run_1/sizes.png
The bar under the picture is 20 µm long.
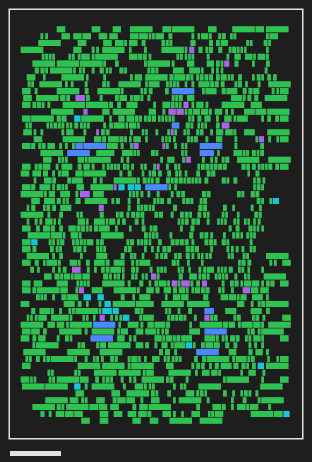
run_1/placement.png
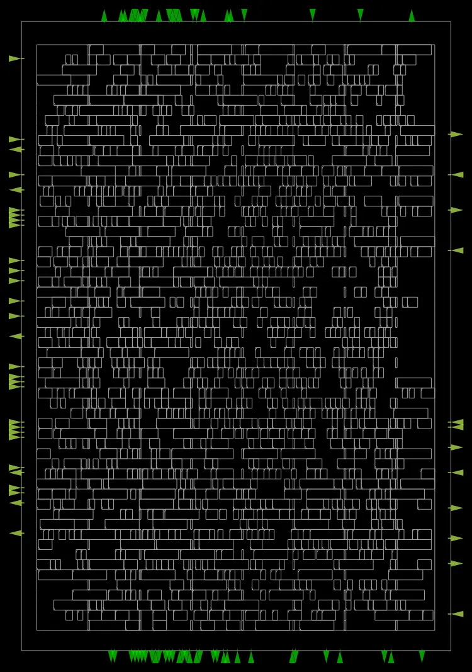
run_1/flops_by_reg.png
The bar under the picture is 20 µm long.
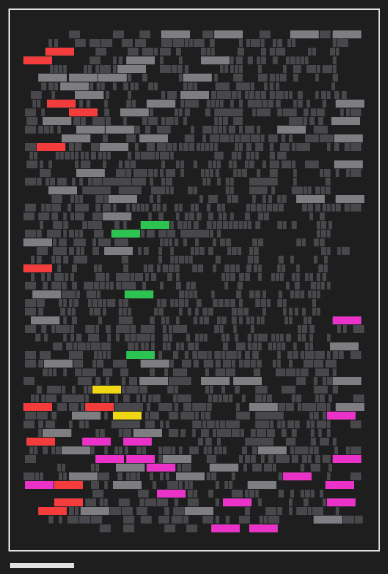
File: src/rtl/cordic_iter_param.sv
`default_nettype none
// ============================================================================
// Module  : cordic_iter_param
// Brief   : Iterative rotation/vectoring CORDIC, one micro-rotation per clock
// Revision: 1.0
// ============================================================================
module cordic_iter_param #(
  parameter int N_BIT = 12,
  parameter int GUARD = 4,
  parameter int ITER  = 10
) (
  input  logic                   clk,
  input  logic                   rst_n,
  input  logic                   in_valid,
  output logic                   in_ready,
  input  logic                   in_mode,
  input  logic [N_BIT+GUARD-1:0] in_x,
  input  logic [N_BIT+GUARD-1:0] in_y,
  input  logic [N_BIT-1:0]       in_z,
  output logic                   out_valid,
  input  logic                   out_ready,
  output logic [N_BIT+GUARD-1:0] out_x,
  output logic [N_BIT+GUARD-1:0] out_y,
  output logic [N_BIT-1:0]       out_z
);

  localparam int c_w         = N_BIT + GUARD;
  localparam int c_iw        = $clog2(ITER);
  localparam int c_rom_shift = 32 - N_BIT;
  localparam logic [c_iw-1:0] c_last = c_iw'(ITER - 1);

  localparam logic [1:0] c_idle = 2'd0;
  localparam logic [1:0] c_run  = 2'd1;
  localparam logic [1:0] c_done = 2'd2;

  // atan(2^-i) at 2^-30 rad resolution
  function automatic logic [31:0] atan_rom(input int idx);
    case (idx)
      0:       return 32'd843314856;
      1:       return 32'd497837829;
      2:       return 32'd263043836;
      3:       return 32'd133525158;
      4:       return 32'd67021686;
      5:       return 32'd33543515;
      6:       return 32'd16775850;
      7:       return 32'd8388437;
      8:       return 32'd4194282;
      9:       return 32'd2097149;
      10:      return 32'd1048575;
      11:      return 32'd524287;
      12:      return 32'd262143;
      13:      return 32'd131071;
      14:      return 32'd65535;
      15:      return 32'd32767;
      default: return 32'd0;
    endcase
  endfunction

  function automatic logic [N_BIT-1:0] atan_scaled(input int idx);
    logic [32:0] v;
    v = {1'b0, atan_rom(idx)} + (33'd1 << (c_rom_shift - 1));
    v = v >> c_rom_shift;
    return v[N_BIT-1:0];
  endfunction

  logic [N_BIT-1:0] w_atan_tab [2**c_iw];

  for (genvar g = 0; g < 2**c_iw; g++) begin : g_atan
    assign w_atan_tab[g] = atan_scaled(g);
  end

  logic [1:0]              r_state, w_state_nxt;
  logic signed [c_w-1:0]   r_x, r_y, w_x_nxt, w_y_nxt, w_x_sh, w_y_sh;
  logic signed [N_BIT-1:0] r_z, w_z_nxt, w_atan;
  logic                    r_mode, w_dir_pos, w_last;
  logic [c_iw-1:0]         r_iter;
  logic [c_w-1:0]          r_out_x, r_out_y;
  logic [N_BIT-1:0]        r_out_z;

  assign w_last = (r_state == c_run) && (r_iter == c_last);

  always_ff @(posedge clk or negedge rst_n) begin
    if (!rst_n) r_state <= c_idle;
    else        r_state <= w_state_nxt;
  end

  always_comb begin
    w_state_nxt = r_state;
    case (r_state)
      c_idle:  if (in_valid)  w_state_nxt = c_run;
      c_run:   if (w_last)    w_state_nxt = c_done;
      c_done:  if (out_ready) w_state_nxt = c_idle;
      default:                w_state_nxt = c_idle;
    endcase
  end

  always_comb begin
    in_ready  = (r_state == c_idle);
    out_valid = (r_state == c_done);
  end

  // Rotation steers z toward 0, vectoring steers y toward 0
  always_comb begin
    w_x_sh    = r_x >>> r_iter;
    w_y_sh    = r_y >>> r_iter;
    w_atan    = $signed(w_atan_tab[r_iter]);
    w_dir_pos = r_mode ? r_y[c_w-1] : ~r_z[N_BIT-1];
    if (w_dir_pos) begin
      w_x_nxt = r_x - w_y_sh;
      w_y_nxt = r_y + w_x_sh;
      w_z_nxt = r_z - w_atan;
    end else begin
      w_x_nxt = r_x + w_y_sh;
      w_y_nxt = r_y - w_x_sh;
      w_z_nxt = r_z + w_atan;
    end
  end

  always_ff @(posedge clk or negedge rst_n) begin
    if (!rst_n) begin
      r_x     <= '0;
      r_y     <= '0;
      r_z     <= '0;
      r_mode  <= 1'b0;
      r_iter  <= '0;
      r_out_x <= '0;
      r_out_y <= '0;
      r_out_z <= '0;
    end else begin
      case (r_state)
        c_idle: begin
          if (in_valid) begin
            r_x    <= in_x;
            r_y    <= in_y;
            r_z    <= in_z;
            r_mode <= in_mode;
            r_iter <= '0;
          end
        end
        c_run: begin
          r_x    <= w_x_nxt;
          r_y    <= w_y_nxt;
          r_z    <= w_z_nxt;
          r_iter <= r_iter + c_iw'(1);
          if (w_last) begin
            r_out_x <= w_x_nxt;
            r_out_y <= w_y_nxt;
            r_out_z <= w_z_nxt;
          end
        end
        default: ;
      endcase
    end
  end

  assign out_x = r_out_x;
  assign out_y = r_out_y;
  assign out_z = r_out_z;

endmodule
`default_nettype wire

File: config.mk
export PLATFORM = sky130hd
export DESIGN_NAME = cordic_iter_param
export DESIGN_NICKNAME = d
export VERILOG_FILES = /design/src/rtl/cordic_iter_param.sv
export SDC_FILE = /design/constraint.sdc
export NUM_CORES = 1
export LEC_CHECK = 0
export ABC_AREA = 1
export CAP_MARGIN = 20
export CORE_ASPECT_RATIO = 1.5
export CORE_MARGIN = 4
export CORE_UTILIZATION = 47
export CTS_CLUSTER_DIAMETER = 30
export DETAILED_ROUTE_END_ITERATION = 10
export PLACE_DENSITY_LB_ADDON = 0.1
export SYNTH_ARGS = -nofsm -noshare
export SYNTH_HDL_FRONTEND = slang
export SYNTH_SLANG_ARGS = --single-unit
File: constraint.sdc
create_clock -name clk -period 9.6 [get_ports clk]
set_clock_uncertainty 0.2 [all_clocks]
set_input_delay 1.44 -clock clk [delete_from_list [all_inputs] [get_ports clk]]
set_output_delay 1.44 -clock clk [all_outputs]
set_load 0.01 [all_outputs]
==> flow_summary.yaml, run 1 <==
# implementation run metrics
final_timing:
  rsz_0062_raised_after_global_routing: "no"
  timing.setup.tns_ns: 0
  final_clock_period_utilization_by_the_worst_path_pct: 52.7
  finalMaxSlewViolations: 0
  clock.fmax_ghz: 0.198
  setup-violations-final: 0
  maxSlewHeadroom_pct: 38.8
  fin_crit_ns: 5.06
  hold_viol_final: 0
  worst_slew_pin_slew_ns: 0.917
  hold-worst-slack_ns: 0.274
yosys:
  top_logic_kind: "simple AND/OR/NAND/NOR gates"
  synth.area.mux_share_pct: 0.138
  synth_stat.cells: 1245
  synth.ff_latch_count: 95
  synth.avg_cell_area_um2: 6.56
  synth.area.top_cells: "dfrtp_1 29%, nand2_1 21%, nand3_1 10%"
  yosys.cell_types.count: 48
  yosysSeqAreaShare_pct: 29.1
  synth-edff-count: 0
  dominantRegCellSynth: "dfrtp_1"
  synthesis.area_mm2: 0.00817
  adder_share_pct: 8.85
  yosys-stat-area_mm2: 0.00817
  synth-warning-count: 0
  yosys.area.top_type_share_pct: 29.1
  post-synth-top-area-cell: "dfrtp_1"
  net_count_after_synthesis: 1350
  synth-simple-area-share_pct: 36.7
  post_synthesis_async_set_or_reset_flop_share_pct: 100
  synth-compound-area-share_pct: 10.9
  xor_share_pct: 7.08
  post_synth_inst_count: 1245
hold_path:
  start_point_of_the_worst_hold_path: "out_y[1]"
  whs_path_depth: 2
  timing.hold.worst.class: "reg -> reg"
placed_design:
  gpl.final_weighted_congestion: 0.959
  port-buffer-count: 94
  hpwl_um: 19600
clock_tree:
  root_buffer: "clkbuf_16"
  clk_transition_reported_paths_ns: 0.07
  ctsLongestPathBuffers: 2
  cts_resized: 0
  cts-htree-levels: 3
  cts_tree: "done"
  post-cts-setup-buffer-count: 0
  clock.latency.late_pin_ns: 0.36
  clock_sink_count: 95
  cts-hold-fix-buffers: 0
  cts_buffers: 9
worst_setup_path:
  worst_setup_path_start_kind: "flop"
  rr_worst_depth: 21
  required_time_reported_for_the_critical_path_endpoint_ns: 9.69
  critical_path_class: "reg -> reg"
  cp_data_arrival_time_ns: 5.15
  worstPathMaxFanout: 30
  crit_path_end_kind: "flop"
  worst_flop_to_flop_path_startpoint: "r_iter[1]"
  critPathLaunch: "r_iter[1]"
  r2r_setup_slack_ns: 4.54
final_layout:
  final_layout_size_suffix_gt1_share_pct: 4.26
  antenna_cells_inserted: 0
  mostFrequentLayoutCell: "nand2_1"
  syn2layout_area_growth_pct: 16.6
  design.final.nets: 1415
  lay_top_cells: "463 x nand2_1, 164 x nand3_1, 95 x dfrtp_1"
  layout.filler_cells: 1711
detailed_routing:
  routed_wirelength_um: 26500
  remaining_drc_errors: 0
  via_count: 8416
  drtIter0Drc: 597
  via_per_inst: 5.52
  post_drt_wl_per_cell_um: 17.4
  final_antenna_net_count: 0
  drt_first_pass_iters: 5
job:
  drv.max_cap_violation_count: 0
  stage_log_warnings: 34
global_route:
  grt_first_pass_wirelength_um: 42600
  overflow: 0
  global_route.usage.total_pct: 27.8
  grt_pass1_vias: 8387
  grt_max_degree: 64
  antenna_found_initial: 0
floorplanning:
  initial_utilization_pct: 48.3
  io-pin-count: 95
  dieHeight_um: 169
  die_x_um: 116
  row_count: 58
  design.die.area_mm2: 0.0196
outcome:
  status: "completed"
Back to the opening pictures, sizes.png:
_0 and _1 cells -> green  # cells 1,259, share 96%
_2 cells -> purple  # cells 27, share 2.1%
_6 and larger -> blue  # cells 13, share 0.99%
_3 and _4 cells -> cyan  # cells 16, share 1.2%

Back to the opening pictures, placement.png:
Tapcells: 210
area of the placeable core: 0.0169 mm²

Back to the opening pictures, flops_by_reg.png:
out_x -> magenta  # flops 16
out_z -> red  # flops 12
r_iter -> green  # flops 4
r_state -> yellow  # flops 2
not coloured = 61
fraction of standard cell area that is sequential: 24.9%
Storage cell area: 0.00238 mm²
final core occ: 56.4%

[run 1: layer usage]
metal	routed length, µm	track usage, %	vias to the layer above	share of wire, %
li1	-	-	4178	-
met1	10800	34.3	3931	41
met2	13300	48.2	257	50
met3	1350	3.57	50	5.1
met4	992	12.0	0	3.7
met5	0	0	-	0
[run 1: through the flow]
stage	setup WS [ns]	util (%)	area, µm²	cells
2_1_floorplan	5.94	-	8170	1245
3_3_place_gp	4.73	54.6	9240	1509
3_5_place_dp	4.63	54.6	9240	1509
4_1_cts	4.60	56.4	9530	1525
5_1_grt	4.06	56.4	9530	1525
6_report	4.54	56.4	9530	1525
[run 1: cells by family after synthesis]
logic type                 after synthesis
adders and majority gates               56
buffers and inverters                  146
muxes                                    1
xor gates and xnor gates                66
and+or+nand+nor                        727
DFF                                     95
AOI/OAI and AO/OA                      154
[run 1: worst max-delay path: stages (launching register included)]
cell     delay [ns]
dfrtp_1        0.94
inv_2          0.47
nor2_1         0.47
a21oi_1        0.13
nand3_1        0.10
nand2_1        0.09
ha_1           0.22
nand3_1        0.14
o31ai_1        0.10
xor2_1         0.18
ha_1           0.37
nand2_1        0.07
inv_1          0.06
nand3_1        0.05
o21ai_0        0.41
a21oi_1        0.17
o21ai_0        0.30
nand2_1        0.09
nand2_1        0.08
xor2_1         0.18
nand2_1        0.07
nand2_1        0.08
[run 1: cell usage after synthesis, types with 2 or more instances]
cell type	instances
a211oi_1	3
a21boi_0	2
a21o_1	3
a21oi_1	44
a21oi_2	2
a31oi_1	6
buf_1	3
buf_2	12
buf_4	5
clkbuf_1	31
clkinv_1	2
dfrtp_1	95
fa_1	3
ha_1	53
inv_1	87
inv_2	5
nand2_1	463
nand3_1	164
nand4_1	2
nor2_1	76
nor2_2	4
nor3_1	3
nor3_2	2
o211ai_1	2
o21a_1	3
o21ai_0	62
o21ai_1	4
o21ai_2	2
o21bai_1	3
o221ai_1	5
o22ai_1	4
o31ai_1	5
or2_2	6
xnor2_1	24
xor2_1	42
[run 1: path summary, 6_finish.rpt]
path	end
max	r_x[13]
min	out_y[1]
max reg2reg	r_x[13]
min reg2reg	out_y[1]
max in group asynchronous	out_z[6]
min in group asynchronous	r_x[10]
[run 1: sequential cells by signal, indices dropped and copies added (netlist names)]
| signal | flops |
|---|---|
| out_x | 16 |
| out_z | 12 |
| r_x | 16 |
| r_iter | 4 |
| r_mode | 1 |
| r_y | 16 |
| r_z | 12 |
| r_state | 2 |
| out_y | 16 |
[run 1: area by class of cell]
type / instances / area, µm² / area share (%)
timing repair buffer: 106 / 1030 / 10.8
multi-input combinational: 1004 / 5220 / 54.7
clock buffer: 9 / 225 / 2.36
tap: 210 / 263 / 2.76
clock inverter: 7 / 66.3 / 0.696
inverter: 94 / 353 / 3.70
sequential: 95 / 2380 / 24.9
run_1/clk_routes.png
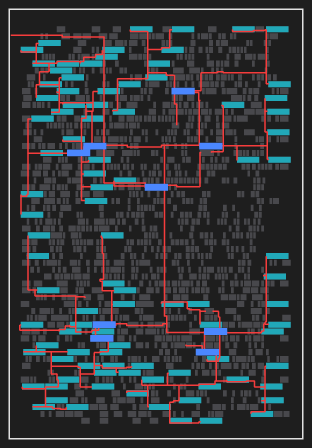

## Run 2: what changed since run 1
==> constraint.sdc (replaced) <==
create_clock -name clk -period 4.8 [get_ports clk]
set_clock_uncertainty 0.2 [all_clocks]
set_input_delay 0.72 -clock clk [delete_from_list [all_inputs] [get_ports clk]]
set_output_delay 0.72 -clock clk [all_outputs]
set_load 0.01 [all_outputs]
run_2/clk_routes.png
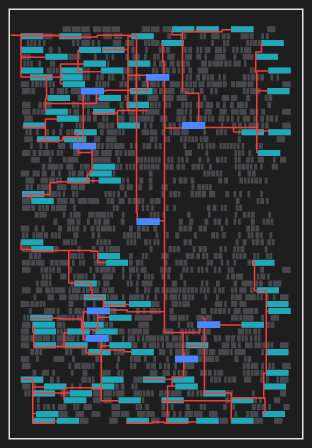
clock wires -> red  # length 1,470 µm
flip-flops -> cyan  # count 95
clock drivers -> blue  # count 9
flops lie = spread over the die

==> flow_summary.yaml, run 2 <==
# implementation run metrics
outcome:
  status: "completed"
final_timing:
  fin_crit_ns: 4.27
  worst_slew_pin_slew_ns: 0.797
  rsz_0062_raised_after_global_routing: "no"
  final_clock_period_utilization_by_the_worst_path_pct: 89.0
  finalMaxSlewViolations: 0
  setup-violations-final: 0
  maxSlewHeadroom_pct: 46.9
  layout_setup_ws_ns: 0.530
  hold_viol_final: 0
  timing.setup.tns_ns: 0
  clock.fmax_ghz: 0.234
placed_design:
  hpwl_um: 20100
  place_ws_ns: 0.342
  gpl.final_weighted_congestion: 0.971
  port-buffer-count: 94
worst_setup_path:
  r2r_setup_slack_ns: 0.53
  most_used_cell_cp: "nand2_1"
  worst_setup_path_start_kind: "flop"
  crit_path_end_kind: "flop"
  worstPathMaxFanout: 25
  critical_path_class: "reg -> reg"
  rr_worst_depth: 23
  worst_flop_to_flop_path_startpoint: "r_iter[1]"
  cp_data_arrival_time_ns: 4.32
  critical_path.top_delay_family: "AND-OR/OR-AND gates"
  worstPathBufferInverterCount: 4
  crit-reg2reg-capture: "r_z[10]"
  cp_num_cells: 23
  cpMaxStageDelayCell: "o21ai_0"
  worst_path_largest_cell_delay_ns: 0.50
  required_time_reported_for_the_critical_path_endpoint_ns: 4.85
  timing.critical_path.cells: "inv_2 -> buf_4 -> ha_1 -> o21ai_0 -> nor3_2 -> nand2_1 -> nand2_1 -> xor2_1 -> inv_1 -> ha_1 -> nand2_1 -> inv_1 -> nand2_1 -> nand2_1 -> a21oi_1 -> o21ai_0 -> a21oi_1 -> nor2_1 -> nor2_1 -> xor2_1 -> nand2_1 -> nand2_1 -> nand2_1"
job:
  drv.max_cap_violation_count: 0
  stage_log_warnings: 34
yosys:
  synth.avg_cell_area_um2: 6.56
  synthesis.area_mm2: 0.00817
  synth_stat.cells: 1245
  dominantRegCellSynth: "dfrtp_1"
  post-synth-top-area-cell: "dfrtp_1"
  synth-warning-count: 0
  post_synth_inst_count: 1245
  yosysMostFrequentCell: "nand2_1"
  yosys.area.top_type_share_pct: 29.1
  yosysSeqAreaShare_pct: 29.1
  synth.area.top_cells: "dfrtp_1 29%, nand2_1 21%, nand3_1 10%"
  synth-edff-count: 0
  yosys.cell_types.count: 48
  synth.ff_latch_count: 95
  yosys-stat-area_mm2: 0.00817
  most_numerous_cell_types_in_the_synthesized_netlist: "463 x nand2_1, 164 x nand3_1, 95 x dfrtp_1, 87 x inv_1, 76 x nor2_1"
  post_synthesis_async_set_or_reset_flop_share_pct: 100
  net_count_after_synthesis: 1350
floorplanning:
  core_region_area_mm2: 0.0169
  initial_utilization_pct: 48.3
  die_x_um: 116
  row_count: 58
  io-pin-count: 95
  design.die.area_mm2: 0.0196
  dieHeight_um: 169
final_layout:
  final_core_occ_pct: 57.3
  design.final.nets: 1431
  mostFrequentLayoutCell: "nand2_1"
  syn2layout_area_growth_pct: 18.5
  layout.filler_cells: 1646
  antenna_cells_inserted: 0
  lay_top_cells: "463 x nand2_1, 164 x nand3_1, 95 x dfrtp_1"
  final_layout_size_suffix_gt1_share_pct: 5.48
clock_tree:
  cts-htree-levels: 3
  clk_transition_reported_paths_ns: 0.08
  ctsLongestPathBuffers: 2
  cts_buffers: 9
  root_buffer: "clkbuf_16"
  cts_tree: "done"
  clock.latency.late_pin_ns: 0.36
  clock_sink_count: 95
detailed_routing:
  via_per_inst: 5.41
  via_count: 8333
  drt_first_pass_iters: 5
  remaining_drc_errors: 0
  drtIter0Drc: 610
  final_antenna_net_count: 0
global_route:
  global_route.usage.total_pct: 27.8
  overflow: 0
  grt_pass1_vias: 8335
  grt_max_degree: 60
  grt_first_pass_wirelength_um: 42500
  antenna_found_initial: 0
hold_path:
  timing.hold.worst.class: "in -> async"
run_2/metal_density.png
23 x 34 tiles, from dark blue (low) to red (high), scaled to the fullest tile. Values are wire area over tile area, all layers added.
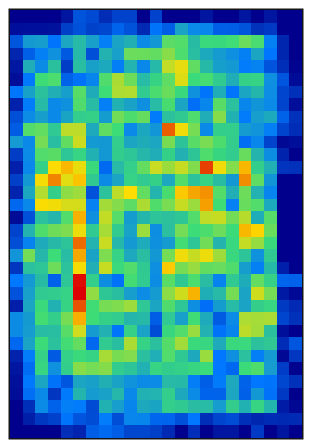
tiles over half the peak = 25%
mean over tiles = 0.22
nearly empty tiles = 6.6%
fullest tile = 0.59
average routed wire per standard cell: 17.3 µm
Post-Route WL: 26,600 µm

==> run 2: area by class of cell <==
type,count,area (µm²),share of cell area [%]
Timing Repair Buffer,122,1150,11.9
Sequential cell,95,2380,24.5
Multi-Input combinational cell,1004,5220,53.9
Inverter,94,353,3.64
Tap cell,210,263,2.71
Clock inverter,7,100,1.03
Clock buffer,9,225,2.33
==> run 2: worst max-delay path by stage <==
stage	end	from
after floorplan	out_x[13]	r_iter[1]
after global placement	r_z[10]	r_iter[3]
after detailed placement	r_z[10]	r_iter[3]
after CTS	r_z[10]	r_iter[3]
after global routing	r_z[10]	r_iter[3]
final	r_z[10]	r_iter[1]
==> run 2: cells by family after synthesis <==
kind of cell,share of synthesized area [%]
adders and majority gates,8.85
xor gates and xnor gates,7.07
muxes,0.138
buffers and inverters,7.21
and+or+nand+nor,36.7
AOI/OAI and AO/OA,10.9
DFF,29.1
==> run 2: per-stage QoR <==
step / instances / hold WS (ns) / cell area [µm²]
floorplan: 1245 / 0.224 / 8170
global placement: 1525 / 0.255 / 9360
detailed placement: 1525 / 0.264 / 9360
CTS: 1541 / 0.214 / 9680
global route: 1541 / 0.239 / 9690
finish: 1541 / 0.190 / 9690
==> run 2: layer usage <==
metal  share of wire, %  vias to the layer above  GRT usage, %
li1                   -                     4205             -
met5                  0                        -             0
met1                 42                     3868          34.6
met3                3.1                       56          2.57
met4                4.2                        0          12.5
met2                 50                      204          48.5
==> run 2: timing repair <==
item	CTS	global route
hold buffers	0	0
resized	0	1
setup endpoints to repair	0	3
buffers inserted	0	0
==> run 2: worst reg2reg max path: stages, from the launching register on <==
cell	delay (ns)
dfrtp_1	0.39
inv_2	0.34
buf_4	0.23
ha_1	0.26
o21ai_0	0.50
nor3_2	0.12
nand2_1	0.11
nand2_1	0.06
xor2_1	0.16
inv_1	0.07
ha_1	0.36
nand2_1	0.12
inv_1	0.04
nand2_1	0.05
nand2_1	0.04
a21oi_1	0.22
o21ai_0	0.18
a21oi_1	0.16
nor2_1	0.05
nor2_1	0.10
xor2_1	0.18
nand2_1	0.07
nand2_1	0.08
nand2_1	0.04
## Run 3: what changed since run 2
--- a/config.mk
+++ b/config.mk
@@ -11,6 +11,7 @@
 export CORE_MARGIN = 4
 export CORE_UTILIZATION = 47
 export CTS_CLUSTER_DIAMETER = 30
+export CTS_CLUSTER_SIZE = 25
 export DETAILED_ROUTE_END_ITERATION = 10
 export PLACE_DENSITY_LB_ADDON = 0.1
 export SYNTH_ARGS = -nofsm -noshare
run_3/sizes.png
The bar under the picture is 20 µm long.
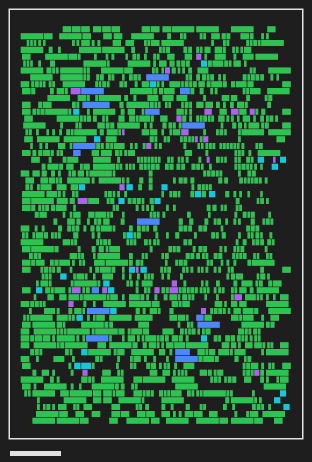
_3 and _4 cells -> cyan  # cells 30, share 2.3%
_0 and _1 cells -> green  # cells 1,258, share 95%
_6 and larger -> blue  # cells 16, share 1.2%
_2 cells -> purple  # cells 27, share 2.0%
Final Worst Setup Slack: 0.530 ns
P&R area growth vs syn: 18.5%
post-route cell area: 0.00969 mm²

run_3/clk_routes.png
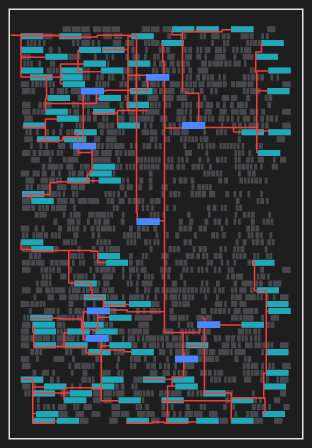
later-pin clock latency in the skew report: 0.36 ns

==> flow_summary.yaml, run 3 <==
# implementation run metrics
outcome:
  status: "completed"
clock_tree:
  cts_buffers: 9
  clk_transition_reported_paths_ns: 0.08
  ctsLongestPathBuffers: 2
  cts_tree: "done"
  clock_sink_count: 95
  cts-htree-levels: 3
  cts-hold-fix-buffers: 0
  post-cts-setup-buffer-count: 0
  root_buffer: "clkbuf_16"
  cts_resized: 0
final_layout:
  mostFrequentLayoutCell: "nand2_1"
  design.final.nets: 1431
  antenna_cells_inserted: 0
  final-instance-count-excl-fill: 1541
  final_layout_size_suffix_gt1_share_pct: 5.48
  layout.filler_cells: 1646
  lay_top_cells: "463 x nand2_1, 164 x nand3_1, 95 x dfrtp_1"
final_timing:
  maxSlewHeadroom_pct: 46.9
  finalMaxSlewViolations: 0
  fin_crit_ns: 4.27
  final_clock_period_utilization_by_the_worst_path_pct: 89.0
  hold_viol_final: 0
  timing.setup.tns_ns: 0
  hold-worst-slack_ns: 0.190
  setup-violations-final: 0
  rsz_0062_raised_after_global_routing: "no"
  worst_slew_pin_slew_ns: 0.797
  clock.fmax_ghz: 0.234
global_route:
  grt_max_degree: 60
  grt_first_pass_wirelength_um: 42500
  overflow: 0
  grt_pass1_vias: 8335
  antenna_found_initial: 0
  global_route.usage.total_pct: 27.8
floorplanning:
  dieHeight_um: 169
  row_count: 58
  design.die.area_mm2: 0.0196
  io-pin-count: 95
  die_x_um: 116
  initial_utilization_pct: 48.3
  core_region_area_mm2: 0.0169
yosys:
  yosys.area.top_type_share_pct: 29.1
  post_synth_inst_count: 1245
  net_count_after_synthesis: 1350
  synth-warning-count: 0
  post-synth-top-area-cell: "dfrtp_1"
  yosys-stat-area_mm2: 0.00817
  synth.area.top_cells: "dfrtp_1 29%, nand2_1 21%, nand3_1 10%"
  synth_stat.cells: 1245
  yosys.cell_types.count: 48
  yosysMostFrequentCell: "nand2_1"
  synth.avg_cell_area_um2: 6.56
  synthesis.area_mm2: 0.00817
  post_synthesis_async_set_or_reset_flop_share_pct: 100
  synth.ff_latch_count: 95
  synth-edff-count: 0
  yosysSeqAreaShare_pct: 29.1
  most_numerous_cell_types_in_the_synthesized_netlist: "463 x nand2_1, 164 x nand3_1, 95 x dfrtp_1, 87 x inv_1, 76 x nor2_1"
  dominantRegCellSynth: "dfrtp_1"
placed_design:
  number_of_placed_cells_counting_well_taps: 1525
  gpl.final_weighted_congestion: 0.971
  port-buffer-count: 94
  place_ws_ns: 0.342
  hpwl_um: 20100
worst_setup_path:
  crit_path_end_kind: "flop"
  cp_data_arrival_time_ns: 4.32
  required_time_reported_for_the_critical_path_endpoint_ns: 4.85
  critical_path_class: "reg -> reg"
  worstPathMaxFanout: 25
  rr_worst_depth: 23
  worst_setup_path_start_kind: "flop"
detailed_routing:
  drtIter0Drc: 610
  final_antenna_net_count: 0
  drt_first_pass_iters: 5
  post_drt_wl_per_cell_um: 17.3
  remaining_drc_errors: 0
  via_per_inst: 5.41
  routed_wirelength_um: 26600
  via_count: 8333
job:
  stage_log_warnings: 34
  drv.max_cap_violation_count: 0
hold_path:
  timing.hold.worst.class: "in -> async"
[run 3: cell counts in the layout (fill, tap and decap cells not counted)]
No cell type changed its count.
[run 3: final timing paths]
kind | startpoint | slack, ns | end
max | r_iter[1] | 0.53 | r_z[10]
max reg2reg | r_iter[1] | 0.53 | r_z[10]
min reg2reg | out_x[5] | 0.28 | out_x[5]
max in group asynchronous | rst_n | 3.54 | r_y[8]
min in group clk | out_x[5] | 0.28 | out_x[5]
min | rst_n | 0.19 | out_x[14]
[run 3: layout make-up]
type	instances	area [µm²]	area share (%)
clock buffers	9	225	2.33
inverters	94	353	3.64
well taps	210	263	2.71
clock inverters	7	100	1.03
multi-input cells	1004	5220	53.9
flip-flops and latches	95	2380	24.5
repair buffers	122	1150	11.9
[run 3: logic make-up after synthesis]
logic type | after synthesis | share of synthesized area (%)
simple gates | 727 | 36.7
flops | 95 | 29.1
buf+inv | 146 | 7.21
mux | 1 | 0.138
compound gates | 154 | 10.9
xor+xnor | 66 | 7.07
fa+ha+maj | 56 | 8.85
[run 3: per-stage QoR]
step / area (µm²) / util (%)
2_1_floorplan: 8170 / -
3_3_place_gp: 9360 / 55.3
3_5_place_dp: 9360 / 55.3
4_1_cts: 9680 / 57.3
5_1_grt: 9690 / 57.3
6_report: 9690 / 57.3
[run 3: per-layer routing]
layer	up-vias	global-route usage [%]	routed length, µm
li1	4205	-	-
met1	3868	34.6	11300
met2	204	48.5	13400
met3	56	2.57	834
met4	0	12.5	1130
met5	-	0	0
[run 3: worst max-delay path: stages, from the launching register on]
cell	delay [ns]
dfrtp_1	0.39
inv_2	0.34
buf_4	0.23
ha_1	0.25
o21ai_0	0.50
nor3_2	0.12
nand2_1	0.11
nand2_1	0.06
xor2_1	0.16
inv_1	0.07
ha_1	0.36
nand2_1	0.12
inv_1	0.04
nand2_1	0.05
nand2_1	0.04
a21oi_1	0.22
o21ai_0	0.18
a21oi_1	0.16
nor2_1	0.05
nor2_1	0.10
xor2_1	0.18
nand2_1	0.07
nand2_1	0.08
nand2_1	0.04
